## src/rtl/step_pkg.sv

```systemverilog
// Shared types for the step command sequencer: segment command layout,
// sequencer FSM state encoding and the reduction clamp helper.
package step_pkg;

  localparam int STEP_RED_W = 32;
  localparam int STEP_CNT_W = 31;

  typedef struct packed {
    logic [STEP_RED_W-1:0] reduction;
    logic [STEP_CNT_W-1:0] count;
    logic                  dir;
  } step_cmd_t;

  typedef enum logic [2:0] {
    ST_IDLE  = 3'd0,
    ST_LOAD  = 3'd1,
    ST_SETUP = 3'd2,
    ST_START = 3'd3,
    ST_GUARD = 3'd4,
    ST_RUN   = 3'd5
  } step_state_e;

  // A zero half-period would stall the generator, so it is forced to one cycle.
  function automatic logic [STEP_RED_W-1:0] clampReduction(input logic [STEP_RED_W-1:0] r);
    return (r == '0) ? STEP_RED_W'(1) : r;
  endfunction

endpackage

```

## src/rtl/step_cmd_fifo.sv

```systemverilog
// Synchronous first-word-fall-through FIFO holding queued segment commands.
// flush clears everything in one cycle and wins over a simultaneous push.
module step_cmd_fifo #(
  parameter int W     = 64,
  parameter int DEPTH = 8
) (
  input  logic                       clk,
  input  logic                       reset,
  input  logic                       push,
  input  logic                       pop,
  input  logic                       flush,
  input  logic [W-1:0]               din,
  output logic [W-1:0]               dout,
  output logic                       full,
  output logic                       empty,
  output logic [$clog2(DEPTH):0]     level
);

  localparam int AW = $clog2(DEPTH);

  logic [W-1:0]  mem [DEPTH];
  logic [AW-1:0] wrPtr_q, wrPtr_d;
  logic [AW-1:0] rdPtr_q, rdPtr_d;
  logic [AW:0]   level_q, level_d;
  logic          doPush;
  logic          doPop;

  assign full   = (level_q == (AW+1)'(DEPTH));
  assign empty  = (level_q == '0);
  assign level  = level_q;
  assign dout   = mem[rdPtr_q];
  assign doPush = push & ~full & ~flush;
  assign doPop  = pop & ~empty;

  // Pointers are AW bits wide, so they wrap modulo DEPTH on their own.
  always_comb begin
    wrPtr_d = wrPtr_q;
    rdPtr_d = rdPtr_q;
    level_d = level_q;
    if (flush) begin
      wrPtr_d = '0;
      rdPtr_d = '0;
      level_d = '0;
    end else begin
      if (doPush) wrPtr_d = wrPtr_q + AW'(1);
      if (doPop)  rdPtr_d = rdPtr_q + AW'(1);
      case ({doPush, doPop})
        2'b10:   level_d = level_q + (AW+1)'(1);
        2'b01:   level_d = level_q - (AW+1)'(1);
        default: level_d = level_q;
      endcase
    end
  end

  always_ff @(posedge clk) begin
    if (reset) begin
      wrPtr_q <= '0;
      rdPtr_q <= '0;
      level_q <= '0;
    end else begin
      wrPtr_q <= wrPtr_d;
      rdPtr_q <= rdPtr_d;
      level_q <= level_d;
    end
  end

  always_ff @(posedge clk) begin
    if (doPush) mem[wrPtr_q] <= din;
  end

endmodule

```

## src/rtl/step_cmd_sequencer.sv

```systemverilog
// Replays queued motion segments into the step pulse generator: load operands,
// honour direction setup time, pulse the generator start, wait for finish.
module step_cmd_sequencer
  import step_pkg::*;
#(
  parameter int FIFO_DEPTH = 8,
  parameter int DIR_SETUP  = 4
) (
  input  logic                        clk,
  input  logic                        reset,
  input  logic                        cmd_valid,
  output logic                        cmd_ready,
  input  logic [STEP_RED_W-1:0]       cmd_reduction,
  input  logic [STEP_CNT_W-1:0]       cmd_count,
  input  logic                        cmd_dir,
  input  logic                        flush,
  output logic [STEP_RED_W-1:0]       gen_reduction,
  output logic [STEP_CNT_W-1:0]       gen_count,
  output logic                        gen_reset,
  input  logic                        gen_finish,
  output logic                        dir,
  output logic                        busy,
  output logic [$clog2(FIFO_DEPTH):0] fifo_level,
  output logic [15:0]                 seg_done
);

  localparam int LW = $clog2(FIFO_DEPTH) + 1;
  localparam int SW = (DIR_SETUP > 1) ? $clog2(DIR_SETUP) : 1;

  step_state_e           state_q, state_d;
  logic [STEP_RED_W-1:0] genRed_q, genRed_d;
  logic [STEP_CNT_W-1:0] genCnt_q, genCnt_d;
  logic                  dir_q, dir_d;
  logic [SW-1:0]         setupCnt_q, setupCnt_d;
  logic [15:0]           segDone_q, segDone_d;

  step_cmd_t             pushCmd;
  step_cmd_t             headCmd;
  logic                  fifoFull;
  logic                  fifoEmpty;
  logic [LW-1:0]         fifoLevel;
  logic                  hasQueued;
  logic                  moreQueued;

  assign pushCmd = '{reduction: cmd_reduction, count: cmd_count, dir: cmd_dir};

  step_cmd_fifo #(
    .W    ($bits(step_cmd_t)),
    .DEPTH(FIFO_DEPTH)
  ) u_fifo (
    .clk  (clk),
    .reset(reset),
    .push (cmd_valid),
    .pop  (state_q == ST_LOAD),
    .flush(flush),
    .din  (pushCmd),
    .dout (headCmd),
    .full (fifoFull),
    .empty(fifoEmpty),
    .level(fifoLevel)
  );

  // A flush this cycle means nothing will be left to fetch next cycle.
  assign hasQueued  = ~fifoEmpty & ~flush;
  assign moreQueued = (fifoLevel > LW'(1)) & ~flush;

  always_comb begin
    state_d    = state_q;
    genRed_d   = genRed_q;
    genCnt_d   = genCnt_q;
    dir_d      = dir_q;
    setupCnt_d = setupCnt_q;
    segDone_d  = segDone_q;
    case (state_q)
      ST_IDLE: if (hasQueued) state_d = ST_LOAD;
      ST_LOAD: begin
        genRed_d = clampReduction(headCmd.reduction);
        genCnt_d = headCmd.count;
        if (headCmd.count == '0) begin
          state_d = moreQueued ? ST_LOAD : ST_IDLE;
        end else if (headCmd.dir != dir_q) begin
          dir_d      = headCmd.dir;
          setupCnt_d = SW'(DIR_SETUP - 1);
          state_d    = ST_SETUP;
        end else begin
          state_d = ST_START;
        end
      end
      ST_SETUP: begin
        if (setupCnt_q == '0) state_d = ST_START;
        else                  setupCnt_d = setupCnt_q - SW'(1);
      end
      ST_START: state_d = ST_GUARD;
      // The generator's finish flag is stale until its start pulse has settled.
      ST_GUARD: state_d = ST_RUN;
      ST_RUN: begin
        if (gen_finish) begin
          segDone_d = segDone_q + 16'd1;
          state_d   = hasQueued ? ST_LOAD : ST_IDLE;
        end
      end
      default: state_d = ST_IDLE;
    endcase
  end

  always_ff @(posedge clk) begin
    if (reset) begin
      state_q    <= ST_IDLE;
      genRed_q   <= STEP_RED_W'(1);
      genCnt_q   <= '0;
      dir_q      <= 1'b0;
      setupCnt_q <= '0;
      segDone_q  <= '0;
    end else begin
      state_q    <= state_d;
      genRed_q   <= genRed_d;
      genCnt_q   <= genCnt_d;
      dir_q      <= dir_d;
      setupCnt_q <= setupCnt_d;
      segDone_q  <= segDone_d;
    end
  end

  assign cmd_ready     = ~fifoFull;
  assign gen_reduction = genRed_q;
  assign gen_count     = genCnt_q;
  assign gen_reset     = (state_q == ST_START);
  assign dir           = dir_q;
  assign busy          = (state_q != ST_IDLE);
  assign fifo_level    = fifoLevel;
  assign seg_done      = segDone_q;

endmodule

```

## config.mk

```make
export PLATFORM = sky130hd
export DESIGN_NAME = step_cmd_sequencer
export DESIGN_NICKNAME = d
export VERILOG_FILES = /design/src/rtl/step_pkg.sv /design/src/rtl/step_cmd_fifo.sv /design/src/rtl/step_cmd_sequencer.sv
export SDC_FILE = /design/constraint.sdc
export NUM_CORES = 1
export LEC_CHECK = 0
export CAP_MARGIN = 15
export CORE_MARGIN = 4
export CORE_UTILIZATION = 45
export CTS_BUF_LIST = sky130_fd_sc_hd__clkbuf_4 sky130_fd_sc_hd__clkbuf_8
export DETAILED_ROUTE_END_ITERATION = 12
export HOLD_SLACK_MARGIN = 0.06
export SYNTH_ARGS = -nofsm -noshare
export SYNTH_HDL_FRONTEND = slang
export SYNTH_SLANG_ARGS = --single-unit
export TNS_END_PERCENT = 10
```

## constraint.sdc

```tcl
create_clock -name clk -period 10.6 [get_ports clk]
set_input_delay 1.59 -clock clk [delete_from_list [all_inputs] [get_ports clk]]
set_output_delay 1.59 -clock clk [all_outputs]
set_load 0.1 [all_outputs]
```

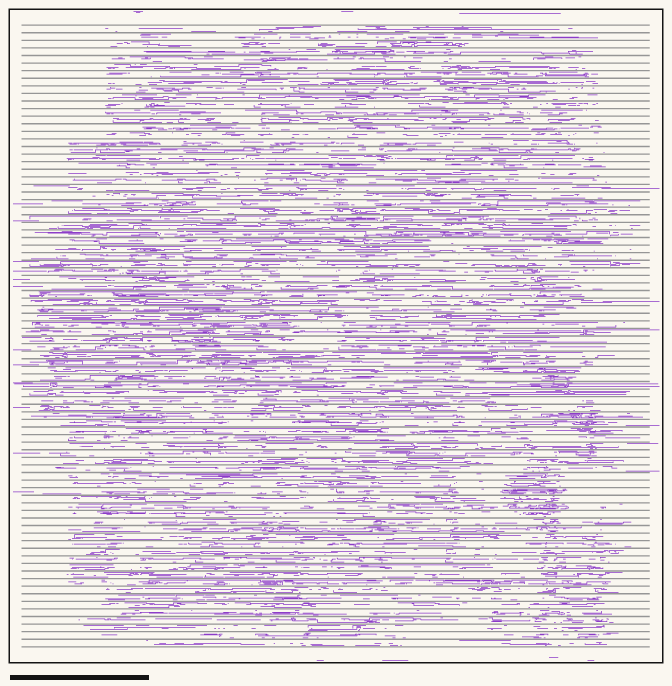
run_1/layer_met1.png
Scale bar: 50 um. Supply wires on this layer in grey.
- longest straight run: 87.9 um
- main direction: horizontal
- wire length on this layer: 23.3 mm
- nets with wire on the layer: 1435
- share of all routed wire: 45%

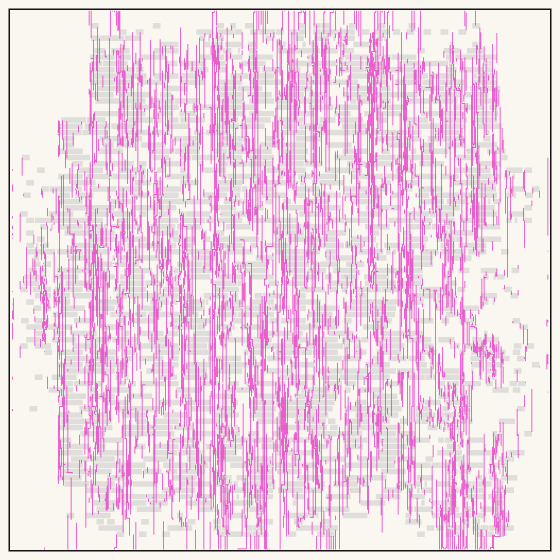
run_1/layer_met2.png
- nets with wire on the layer: 1331
- longest straight run: 88.6 um
- share of all routed wire: 49%

==> results.yml, run 1 <==
# synthesis and place-and-route metrics
run_status:
  status: "complete, no violations"
logic_synthesis:
  aoi_share_pct: 3.62
  ys_sh_simple_pct: 3.60
  yosysUniqueCellTypes: 41
  ff_type: "edfxtp_1"
  top_logic_kind: "multiplexers"
  synth_nets: 1290
  postSynthCellCount: 1213
  yosys-top-cells-count: "edfxtp_1, mux4_2, nor2_1"
  ys_sh_xor_pct: 0.724
  synth-seq-cells: 610
  netlist.area_leader.share_pct: 66.9
  top_area_cell: "edfxtp_1"
  async_flop_share_pct: 0
  synth_top_cell_by_count: "edfxtp_1"
  netlist_area_sq_mm: 0.0230
  muxShareOfSynthArea_pct: 14.7
  synth_chip_area_sq_mm: 0.0230
  edf_count: 512
  top_cells_by_area: "edfxtp_1, mux4_2, dfxtp_1"
  avgSynthCellArea_sq_um: 18.9
  synth_warnings: 0
  adder_share_pct: 0.436
  yosysSeqAreaShare_pct: 75.5
cells_and_area:
  buf_share_pct: 6.22
  logic_gates: 529
  final_cells: 2176
  clkbuf_count: 137
  comb_area_share_pct: 19.6
  largest_reg_flops: 512
  top_area_cell_class: "flip-flops and latches"
  lay_top_count: "edfxtp_1"
  regMostFlops: "u_fifo.mem"
  finish.utilization_pct: 54.3
  inv_count: 8
  clock_area_share_pct: 7.44
  n_sequential_cell: 610
  n_antenna_cell: 1
  area_delta_synth_final_pct: 18.8
  drive_gt1_share_pct: 20.9
  regArea_sq_mm: 0.0173
  layout.area.comb_sq_mm: 0.00535
  fill_cells: 3985
  layout_top_cells: "edfxtp_1, clkdlybuf4s50_1, mux4_2"
  seq_share_pct: 63.5
  final_nets: 1500
route:
  ant_nets: 0
  dr.pass1.iters: 5
  m1WireLength_um: 23300
  detail_route.vias_per_cell: 5.45
  wl_um: 51600
  topRoutingLayerUsed: "met4"
  wl_met3_um: 2240
  via_count: 11900
  dr.first_iter.drc_count: 991
floorplan:
  die_h_um: 234
  fp.dieW_um: 234
  rows: 82
  tap_cells: 672
  fp_util_pct: 45.7
clock_tree:
  ctsResizeCount: 0
  clkLatencyLatePin_ns: 0.65
  tritoncts: "yes"
  ctsHoldBuffers: 0
  clk_pin_slew_worst_paths_ns: 0.06
  cts_root_buf: "clkbuf_8"
  numClockSinks: 610
  h-tree-depth: 3
  cts_buffer_depth: 3
setup_path:
  worstReg2RegEnd: "dir"
  cpMostUsedCell: "buf_4"
  crit_family: "buffers and inverters"
  endpoint: "dir"
  start_kind: "register"
  cp-end-kind: "register"
  critPathBufInv: 2
  cpPeakStageDelay_ns: 1.00
  rrSetupSlack_ns: 6.15
  worst_r2r_path_depth: 8
  path_cells: "buf_4 > buf_4 > mux4_2 > a21oi_1 > nand4_1 > or4_1 > or2_1 > a221oi_2"
  path_max_fanout: 50
  crit_required_ns: 11.14
  cp.depth: 8
  critPathArrivalTime_ns: 4.99
  path_class: "reg2reg"
worst_hold_path:
  holdPathEnd: "gen_reduction[21]"
  hold_start: "gen_reduction[21]"
  hp-class: "reg2reg"
timing:
  fmax_ghz: 0.225
  clock_skew_ns: 0.0252
  tightestPinTransition_ns: 1.07
  finalCritPeriodShare_pct: 42.0
  period_needed_ns: 4.45
  relSlewSlack_pct: 28.8
  setup_viol: 0
  slew_violations: 0
  hold_violations: 0
  whs_ns: 0.495
  setup_tns_ns: 0
  rsz0062_at_grt: "no"
  fin_ws_ns: 6.15
power:
  p_total_uw: 5760
  comb-power_uw: 964
  power_leader: "sequential cells"
  switching_power_uw: 1690
  seqPwrFrac_pct: 47.7
  p_per_area_mw_per_mm2: 211
  pwr-share-clk_pct: 35.6
  p_sw_share_pct: 29.4
  clk-power_uw: 2050
  vdd_drop_max_uv: 155
  internal_power_uw: 4070
  leakagePower_uw: 0.00864
  pg_seq_uw: 2750
job:
  warnings: 28
  max_cap_viol_count: 0
global_route:
  antenna_found_initial: 1
  gr-usage-met2_pct: 30.9
  grt_util_met1_pct: 26.7
  grt-ovfl-total: 0
  busiest_layer: "met2"
  grt_util_all_layers_pct: 19.1
  use_met3_pct: 3.62
  grt_start_max_net_pins: 95
  grt_pass1_vias: 12500
  grt_pass1_wl_um: 77800
placement:
  post-place-ws_ns: 5.89
  dpl_cell_area_sq_mm: 0.0253
  placement.io_buffers: 155
  post-dp-hpwl_um: 28900
  globalplace.congestion: 0.716
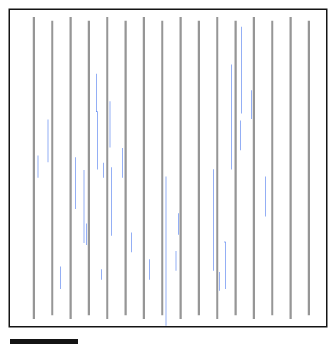
run_1/layer_met4.png
Scale bar: 50 um. Supply wires on this layer in grey.
- main direction: vertical
- longest straight run: 110 um

==> run 1 -> run 2 <==
- PLACE_DENSITY: not set -> 0.66
- clock period: 10.6 -> 3.97 ns (I/O delays scaled with it)
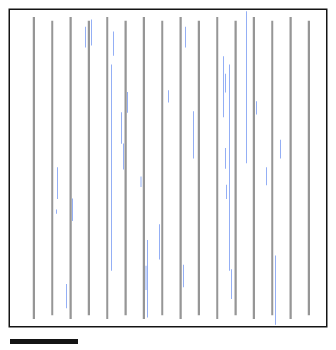
run_2/layer_met4.png
Scale bar: 50 um. Supply wires on this layer in grey.
- main direction: vertical
- longest straight run: 152 um
- wire length on this layer: 961 um
- share of all routed wire: 1.9%

==> results.yml, run 2 <==
# synthesis and place-and-route metrics
setup_path:
  rrSetupSlack_ns: 0.65
  worstReg2RegEnd: "dir"
  critPathArrivalTime_ns: 2.81
  cp-end-kind: "output pin"
  path_max_fanout: 11
  cp.depth: 3
  endpoint: "gen_reset"
  crit_required_ns: 3.37
  worst_r2r_path_depth: 8
  path_class: "reg2out"
power:
  p_sw_share_pct: 29.2
  pwr-share-clk_pct: 34.9
  p_per_area_mw_per_mm2: 554
  p_total_uw: 15300
  power_leader: "sequential cells"
  leakagePower_uw: 0.00876
  internal_power_uw: 10800
  pg_seq_uw: 7360
  vdd_drop_max_uv: 335
  switching_power_uw: 4460
  clk-power_uw: 5340
logic_synthesis:
  muxShareOfSynthArea_pct: 14.7
  yosysSeqAreaShare_pct: 75.5
  async_flop_share_pct: 0
  ys_sh_xor_pct: 0.724
  ys_sh_simple_pct: 3.60
  yosysUniqueCellTypes: 41
  synth-seq-cells: 610
  adder_share_pct: 0.436
  edf_count: 512
  netlist_area_sq_mm: 0.0230
  top_area_cell: "edfxtp_1"
  netlist.area_leader.share_pct: 66.9
  synth_nets: 1290
  synth_chip_area_sq_mm: 0.0230
  top_cells_by_area: "edfxtp_1, mux4_2, dfxtp_1"
  top_logic_kind: "multiplexers"
  yosys-top-cells-count: "edfxtp_1, mux4_2, nor2_1"
  synth_top_cell_by_count: "edfxtp_1"
clock_tree:
  cts_buffer_depth: 3
  clk_pin_slew_worst_paths_ns: 0.06
  ctsHoldBuffers: 0
  clkLatencyLatePin_ns: 0.66
  tritoncts: "yes"
  cts_root_buf: "clkbuf_8"
global_route:
  grt-ovfl-total: 0
  grt_util_met1_pct: 25.8
  grt_pass1_vias: 12400
  gr-usage-met2_pct: 30.1
  antenna_found_initial: 5
  busiest_layer: "met2"
cells_and_area:
  regArea_sq_mm: 0.0174
  area_delta_synth_final_pct: 20.2
  clock_area_share_pct: 7.18
  clkbuf_count: 151
  finish.utilization_pct: 54.9
  drive_gt1_share_pct: 22.4
  layout.area.comb_sq_mm: 0.00538
  final_cells: 2192
  comb_area_share_pct: 19.5
  top_area_cell_class: "flip-flops and latches"
  n_sequential_cell: 610
  logic_gates: 529
  fill_cells: 3869
  largest_reg_flops: 512
  lay_top_count: "edfxtp_1"
  n_antenna_cell: 5
  buf_share_pct: 7.25
  final_nets: 1512
route:
  via_count: 11900
  dr.first_iter.drc_count: 870
  wl_met3_um: 2750
  wl_um: 50400
  ant_nets: 0
  m1WireLength_um: 21900
  dr.pass1.iters: 5
placement:
  post-place-ws_ns: 0.659
  post-dp-hpwl_um: 29200
  placement.io_buffers: 155
  dpl_cell_area_sq_mm: 0.0256
floorplan:
  rows: 82
  fp_util_pct: 45.7
  die_h_um: 234
  fp.dieW_um: 234
  tap_cells: 672
timing:
  finalCritPeriodShare_pct: 85.7
  fin_ws_ns: 0.567
  relSlewSlack_pct: 26.3
  rsz0062_at_grt: "no"
  fmax_ghz: 0.294
  setup_tns_ns: 0
  clock_skew_ns: 0.0270
  hold_violations: 0
  setup_viol: 0
  whs_ns: 0.483
worst_hold_path:
  hold_start: "reset"
  holdPathEnd: "seg_done[0]"
  hp-class: "in2reg"
run_status:
  status: "complete, no violations"
job:
  max_cap_viol_count: 0
  warnings: 32
==> run 2 -> run 3 <==
- CORE_UTILIZATION: 45 -> 55
- PLACE_DENSITY: 0.66 -> 0.78
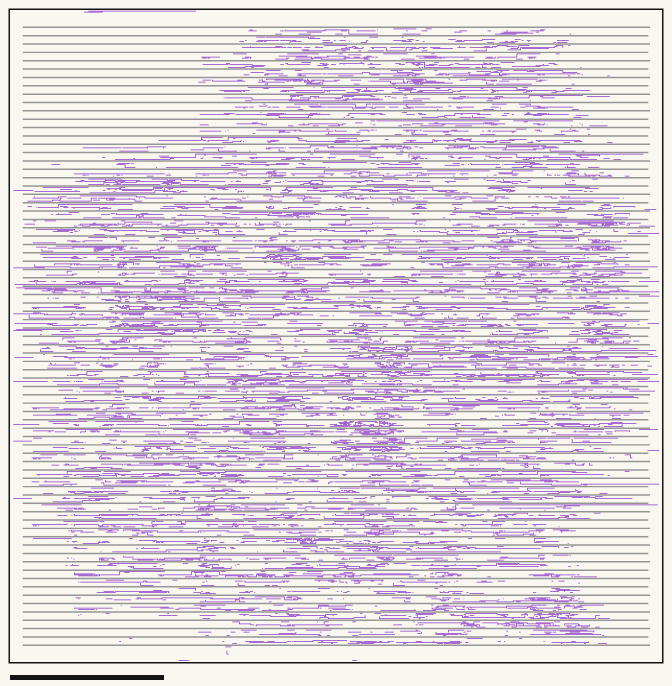
run_3/layer_met1.png
Scale bar: 50 um. Supply wires on this layer in grey.
- main direction: horizontal
- longest straight run: 65.3 um
- share of all routed wire: 41%
- wire length on this layer: 20.0 mm
- nets with wire on the layer: 1443
WL final: 49300 um
M1 GR Usage: 30.9%

==> results.yml, run 3 <==
# synthesis and place-and-route metrics
route:
  m1WireLength_um: 20000
  dr.first_iter.drc_count: 1070
  dr.pass1.iters: 5
  via_count: 12100
  detail_route.vias_per_cell: 5.90
  ant_nets: 0
  wl_met3_um: 4000
  topRoutingLayerUsed: "met5"
logic_synthesis:
  netlist.area_leader.share_pct: 66.9
  postSynthCellCount: 1213
  netlist_area_sq_mm: 0.0230
  synth_top_cell_by_count: "edfxtp_1"
  synth_nets: 1290
  synth_chip_area_sq_mm: 0.0230
  synth_warnings: 0
  async_flop_share_pct: 0
  ys_sh_xor_pct: 0.724
  top_cells_by_area: "edfxtp_1, mux4_2, dfxtp_1"
  yosysSeqAreaShare_pct: 75.5
  ff_type: "edfxtp_1"
  top_logic_kind: "multiplexers"
  ys_sh_simple_pct: 3.60
  avgSynthCellArea_sq_um: 18.9
  yosysUniqueCellTypes: 41
  top_area_cell: "edfxtp_1"
  aoi_share_pct: 3.62
  synth-seq-cells: 610
  yosys-top-cells-count: "edfxtp_1, mux4_2, nor2_1"
  muxShareOfSynthArea_pct: 14.7
  adder_share_pct: 0.436
  edf_count: 512
clock_tree:
  ctsResizeCount: 0
  tritoncts: "yes"
  clkLatencyLatePin_ns: 0.64
  numClockSinks: 610
  cts_buffer_depth: 3
  cts_root_buf: "clkbuf_8"
  ctsHoldBuffers: 0
  clk_pin_slew_worst_paths_ns: 0.06
  h-tree-depth: 3
cells_and_area:
  seq_share_pct: 63.7
  finish.utilization_pct: 66.4
  final_cells: 2050
  n_antenna_cell: 2
  largest_reg_flops: 512
  top_area_cell_class: "flip-flops and latches"
  regMostFlops: "u_fifo.mem"
  layout.area.comb_sq_mm: 0.00538
  inv_count: 8
  n_sequential_cell: 610
  buf_share_pct: 7.32
  layout_top_cells: "edfxtp_1, clkdlybuf4s50_1, mux4_2"
  logic_gates: 529
  regArea_sq_mm: 0.0174
  clkbuf_count: 131
  fill_cells: 2677
  clock_area_share_pct: 6.64
  comb_area_share_pct: 19.8
  area_delta_synth_final_pct: 18.6
  lay_top_count: "edfxtp_1"
  final_nets: 1517
  drive_gt1_share_pct: 21.6
timing:
  setup_tns_ns: 0
  clock_skew_ns: 0.0340
  rsz0062_at_grt: "no"
  fmax_ghz: 0.286
  whs_ns: 0.491
  relSlewSlack_pct: 26.7
  finalCritPeriodShare_pct: 87.9
  period_needed_ns: 3.49
  slew_violations: 0
  fin_ws_ns: 0.479
  setup_viol: 0
  hold_violations: 0
placement:
  dpl_cell_area_sq_mm: 0.0254
  placement.io_buffers: 155
  post-place-ws_ns: 0.556
  globalplace.congestion: 0.791
  post-dp-hpwl_um: 29800
global_route:
  grt_start_max_net_pins: 50
  antenna_found_initial: 4
  grt_pass1_vias: 12500
  busiest_layer: "met2"
  grt-ovfl-total: 0
  use_met3_pct: 5.37
  gr-usage-met2_pct: 35.8
  grt_util_all_layers_pct: 22.3
power:
  p_sw_share_pct: 29.7
  internal_power_uw: 10500
  power_leader: "sequential cells"
  comb-power_uw: 2620
  clk-power_uw: 4970
  switching_power_uw: 4440
  vdd_drop_max_uv: 509
  p_comb_share_pct: 17.5
  leakagePower_uw: 0.00868
  seqPwrFrac_pct: 49.2
  p_per_area_mw_per_mm2: 548
  pg_seq_uw: 7350
  pwr-share-clk_pct: 33.3
  p_total_uw: 14900
worst_hold_path:
  holdPathEnd: "seg_done[7]"
  hp-class: "reg2reg"
setup_path:
  worstReg2RegEnd: "state_q[0]"
  endpoint: "state_q[0]"
  path_cells: "buf_4 > mux4_2 > mux2i_1 > nand4_1 > or4_1 > a2111oi_0 > a211oi_1"
  worst_r2r_path_depth: 7
  cp.depth: 7
  critPathBufInv: 1
  cp-end-kind: "register"
  crit_required_ns: 4.44
  rrSetupSlack_ns: 0.48
  path_max_fanout: 22
  cpPeakStageDelay_ns: 1.04
  path_class: "reg2reg"
  crit_family: "flip-flops"
  start_kind: "register"
floorplan:
  tap_cells: 532
  fp_util_pct: 56.0
  die_area_sq_mm: 0.0451
  rows: 74
  fp.dieW_um: 212
  die_h_um: 212
  ios: 156
job:
  max_cap_viol_count: 0
  warnings: 29
run_status:
  status: "complete, no violations"

==> gallery <==
Routing congestion.
panel A
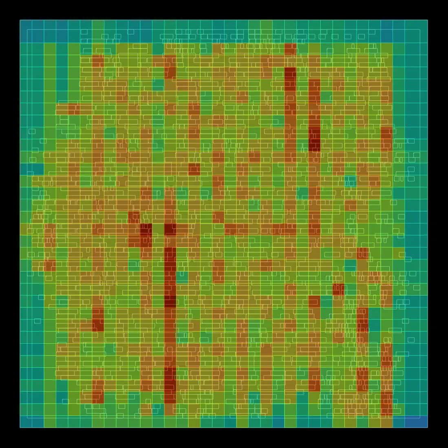
panel B
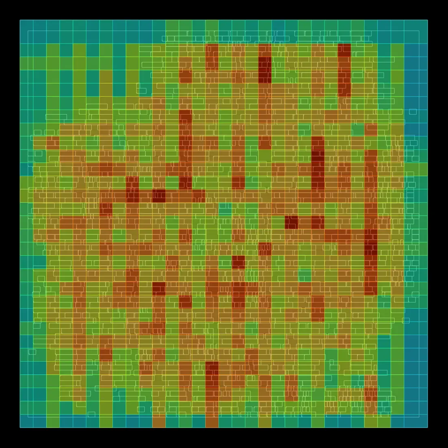
panel B: run 3
panel A: run 1
- highest track usage: panel B

Power figures rest on the tool's default switching activity, not on a simulated workload.
